==> src/rtl/fifo_arb_pkg.sv <==
// Shared types and constants for the two-requester FIFO write arbiter.
package fifo_arb_pkg;

  typedef enum logic [1:0] {
    IDLE = 2'd0,
    OWN0 = 2'd1,
    OWN1 = 2'd2
  } arb_state_t;

  localparam int STAT_W = 16;

endpackage

==> src/rtl/fifo_arb_stat_counter.sv <==
// Saturating grant counter; holds at all-ones once it gets there.
module fifo_arb_stat_counter
  import fifo_arb_pkg::*;
#(
  parameter int W = STAT_W
) (
  input  logic         clk,
  input  logic         reset,
  input  logic         en,
  output logic [W-1:0] count
);

  always_ff @(posedge clk or posedge reset) begin
    if (reset) begin
      count <= '0;
    end else if (en && (count != '1)) begin
      count <= count + 1'b1;
    end
  end

endmodule

==> src/rtl/fifo_write_arbiter.sv <==
// Burst-limited two-requester arbiter feeding one FIFO write port.
// Define FIFO_ARB_STATS_EN to add the stat0/stat1 per-requester grant counters.
module fifo_write_arbiter
  import fifo_arb_pkg::*;
#(
  parameter int WIDTH = 8,
  parameter int BURST = 4
) (
  input  logic             clk,
  input  logic             reset,
  input  logic             req0,
  input  logic             req1,
  input  logic [WIDTH-1:0] data0,
  input  logic [WIDTH-1:0] data1,
  input  logic             full,
  output logic             gnt0,
  output logic             gnt1,
  output logic             write,
  output logic [WIDTH-1:0] inputBus,
  output arb_state_t       dbg_state
`ifdef FIFO_ARB_STATS_EN
  ,
  output logic [STAT_W-1:0] stat0,
  output logic [STAT_W-1:0] stat1
`endif
);

  localparam logic [3:0] CNT_LAST = 4'(BURST - 1);

  arb_state_t state, state_n;
  logic [3:0] count, count_n;
  logic       last, last_n;

  always_ff @(posedge clk or posedge reset) begin
    if (reset) begin
      state <= IDLE;
      count <= '0;
      last  <= 1'b1;
    end else begin
      state <= state_n;
      count <= count_n;
      last  <= last_n;
    end
  end

  // A full FIFO stalls the owner in place; only a dropped request or an
  // exhausted burst hands ownership over.
  always_comb begin
    state_n = state;
    count_n = count;
    last_n  = last;
    case (state)
      IDLE: begin
        count_n = '0;
        if (req0 && req1) state_n = last ? OWN0 : OWN1;
        else if (req0)    state_n = OWN0;
        else if (req1)    state_n = OWN1;
      end
      OWN0: begin
        if (!req0) begin
          state_n = req1 ? OWN1 : IDLE;
          count_n = '0;
        end else if (!full) begin
          if (count == CNT_LAST) begin
            count_n = '0;
            if (req1) state_n = OWN1;
          end else begin
            count_n = count + 4'd1;
          end
        end
      end
      OWN1: begin
        if (!req1) begin
          state_n = req0 ? OWN0 : IDLE;
          count_n = '0;
        end else if (!full) begin
          if (count == CNT_LAST) begin
            count_n = '0;
            if (req0) state_n = OWN0;
          end else begin
            count_n = count + 4'd1;
          end
        end
      end
      default: begin
        state_n = IDLE;
        count_n = '0;
      end
    endcase
    if (state_n == OWN0)      last_n = 1'b0;
    else if (state_n == OWN1) last_n = 1'b1;
  end

  always_comb begin
    gnt0     = (state == OWN0) && req0 && !full;
    gnt1     = (state == OWN1) && req1 && !full;
    write    = gnt0 || gnt1;
    inputBus = (state == OWN1) ? data1 : data0;
  end

  assign dbg_state = state;

`ifdef FIFO_ARB_STATS_EN
  fifo_arb_stat_counter #(.W(STAT_W)) u_stat0 (
    .clk   (clk),
    .reset (reset),
    .en    (gnt0),
    .count (stat0)
  );

  fifo_arb_stat_counter #(.W(STAT_W)) u_stat1 (
    .clk   (clk),
    .reset (reset),
    .en    (gnt1),
    .count (stat1)
  );
`endif

endmodule
==> config.mk <==
export PLATFORM = sky130hd
export DESIGN_NAME = fifo_write_arbiter
export DESIGN_NICKNAME = d
export VERILOG_FILES = /design/src/rtl/fifo_arb_pkg.sv /design/src/rtl/fifo_arb_stat_counter.sv /design/src/rtl/fifo_write_arbiter.sv
export SDC_FILE = /design/constraint.sdc
export NUM_CORES = 1
export LEC_CHECK = 0
export CORE_UTILIZATION = 38
export DETAILED_ROUTE_END_ITERATION = 10
export PLACE_DENSITY = 0.78
export RECOVER_POWER = 25
export SLEW_MARGIN = 20
export SYNTH_ARGS = -nofsm -noshare
export SYNTH_HDL_FRONTEND = slang
export SYNTH_SLANG_ARGS = --single-unit
==> constraint.sdc <==
create_clock -name clk -period 2.65 [get_ports clk]
set_input_delay 0.265 -clock clk [delete_from_list [all_inputs] [get_ports clk]]
set_output_delay 0.265 -clock clk [all_outputs]
set_load 0.01 [all_outputs]
**Signal wires on met1**

The bar under the picture is 10 um long.
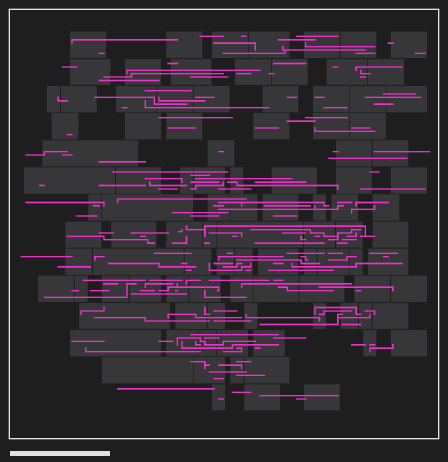
The layer holds 48% of the routed length. The wires run mostly horizontal.
drt total wl: 1560 um
vias after detailed routing: 586
met1 Track Usage GR: 0.265

**Wiring by layer**

The bar under the picture is 10 um long. Two of the layers only.
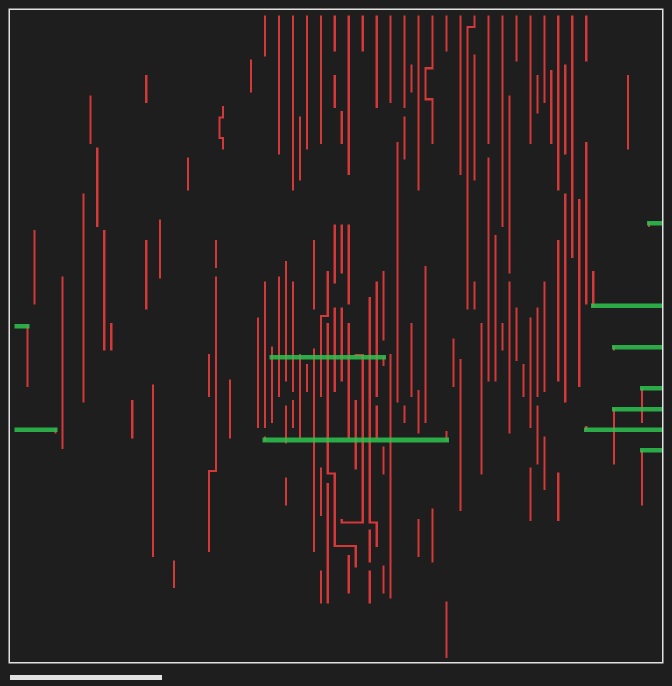
Green stands for M3, wire length 40.7 um. Red stands for M2, wire length 776 um.
GRT Overall Usage: 0.192
drt wl/cell: 13.4 um

**Wiring heat map**

The die is cut into 9 by 9 equal tiles; white is low, dark blue is high, scaled to the fullest tile. Values are wire area over tile area, all layers added.
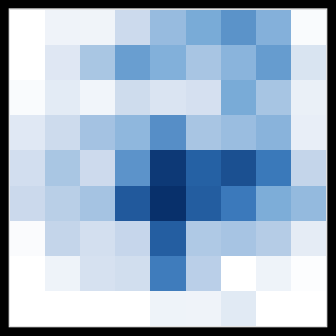
The fullest tile reaches 0.42. The densest ninth of the die: middle. The emptiest ninth of the die: bottom left.

==> out/metrics.cfg <==
[layout]
fillers=126
mostFrequentLayoutCells=clkdlybuf4s50_1, mux2_2, ha_1, dfrtp_1
clk_share=0.0263
final_nets=128
drive_gt1_frac=0.150
comb_cells=51
regArea_sq_um=176
inverters=4
nClkBuffers=4
area_growth_pct=57.2
flop-count=7
post_layout_nonfiller_instances=116
design_area_sq_um=1000
seq_share=0.176
signal_buffers=34
dominant_cells=combinational gates
combGateArea_sq_um=425

[timing]
tightest_slew_ns=0.353
relSlewSlack=0.764
hold_ws_ns=0.379
skew_ns=0.00217
tns_ns=0
finalSetupViolCount=0
drv_slew=0
fin_crit_ns=2.37
fmax_mhz=422

[logic_synthesis]
syn_area_sq_um=637
ys_cells=65
ys.flops=7
ys_chip_area_sq_um=637
synth.avg_cell_area_sq_um=9.80
synth_area_leader_cell=dfrtp_1
yosysUniqueCellTypes=27
yosys_warnings=0
yosys-top-cells-area=dfrtp_1, mux2_2, ha_1
synth-edff-count=0
synth_async_sr_flop_share=1.00
synth_cells=65

[floorplan]
taps=16
die_area_sq_um=1840
pin_count=34
rows=14
floorplanUtilization=0.413

[power]
clkPwrFrac=0.128
p_sw_frac=0.369
seqPwrFrac=0.235
combPwrFrac=0.637
p_int_mw=0.448
total_power_mw=0.710
ir_worst_vdd_mv=0.607

[placement]
pre_cts_ws_ns=0.340
io_buffers=33
dp_hpwl_um=1350
dpl_cell_area_sq_um=975
place_congestion=0.692

[clocking]
cts_made_buffers=3
htreeDepth=1
cts_tree=built
holdBufCountCts=0
cts_setup_buffers=0
clock_latency_ns=0.24
clockRootBuffer=clkbuf_4
cts_sinks=7
clk_pin_slew_ns=0.05

[critical_path]
cp_max_fo=10
worstPathRequired_ns=2.38
r2r_setup_slack_ns=0.53
cp_slowest_cell=clkdlybuf4s50_1
crit_family=buffers and inverters
path_cells=inv_1 -> ha_1 -> buf_4 -> mux2_2 -> clkdlybuf4s50_1
end_kind=output port
slowest_delay_ns=0.49

[route]
drc=0
drt-initial-drc-count=6
first_pass_iters=4
via_per_inst=5.05

[grt]
grt_pass1_wl_um=2670
grt_start_max_net_pins=11
grt_overflow_total=0

[status]
status=finished clean

[run]
drv_cap=0

**Routing congestion**

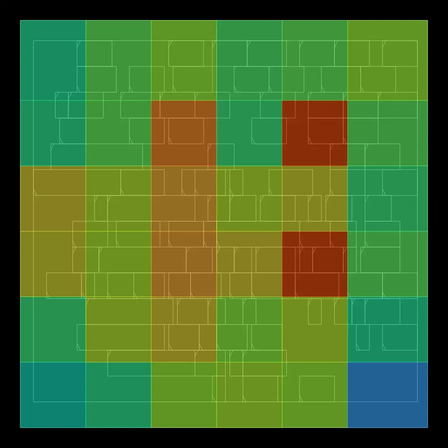
GR Layer Usage met3: 0.0383
met2 Track Usage GR: 0.303
post-layout util: 0.649
global route hottest layer: met2

**A small window of the routed layout**

The bar under the picture is 5 um long. Region (22, 22) to (42, 42) um. Cells in gray, sequential cells in the stronger gray; small squares are vias.
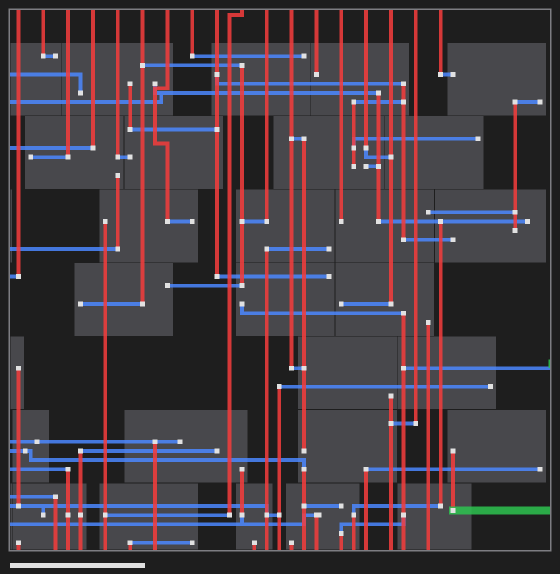
Green stands for M3. Red stands for M2. Blue stands for M1.
27 logic cells have their middle in the window. Sequential cells in the window: 0. Most frequent: clkdlybuf4s50_1 (18), mux2_2 (3), a21o_1 (2).

[kinds of logic after synthesis]
kind of cell / after synthesis / synth area share
AOI/OAI and AO/OA: 16 / 0.187
DFF: 7 / 0.277
buffers and inverters: 7 / 0.0550
muxes: 10 / 0.173
xor gates and xnor gates: 3 / 0.0413
and+or+nand+nor: 16 / 0.149
adders and majority gates: 6 / 0.118
[power groups by stage]
stage / sequential, mW / clock, mW / combinational [mW]
floorplan: 0.166 / 0 / 0.275
global placement: 0.167 / 0 / 0.444
detailed placement: 0.168 / 0 / 0.457
CTS: 0.167 / 0.0958 / 0.457
global route: 0.170 / 0.102 / 0.500
finish: 0.167 / 0.0908 / 0.452
[cells in the mapped netlist (2+ instances only)]
cell and count:
ha_1 6, a21o_1 4, nor2_1 5, a31oi_1 2, nor3_1 2, nand2_1 5, o32ai_1 2, mux2_2 8
a2bb2oi_1 3, xor2_1 2, dfrtp_1 6, inv_1 4, mux2i_1 2
[state kept, by name, indices dropped and copies added, names as in the netlist]
signal	flops
count	4
dbg_state	2
last	1
[metal layers]
metal / global-route usage / up-vias / wire [um]
li1: - / 308 / -
met1: 0.265 / 265 / 738
met2: 0.303 / 13 / 775
met3: 0.0383 / 0 / 40
met4: 0.0545 / 0 / 0
met5: 0 / - / 0
[path summary, 6_finish.rpt]
check | startpoint | endpoint | depth (start not counted)
hold / removal | reset | count[1]$_DFF_PP0_ | 2
hold reg to reg | last$_DFFE_PP1P_ | last$_DFFE_PP1P_ | 2
setup / recovery | dbg_state[0]$_DFF_PP0_ | inputBus[2] | 5
setup reg to reg | dbg_state[0]$_DFF_PP0_ | last$_DFFE_PP1P_ | 8
max in group asynchronous | reset | last$_DFFE_PP1P_ | 2
min in group clk | last$_DFFE_PP1P_ | last$_DFFE_PP1P_ | 2
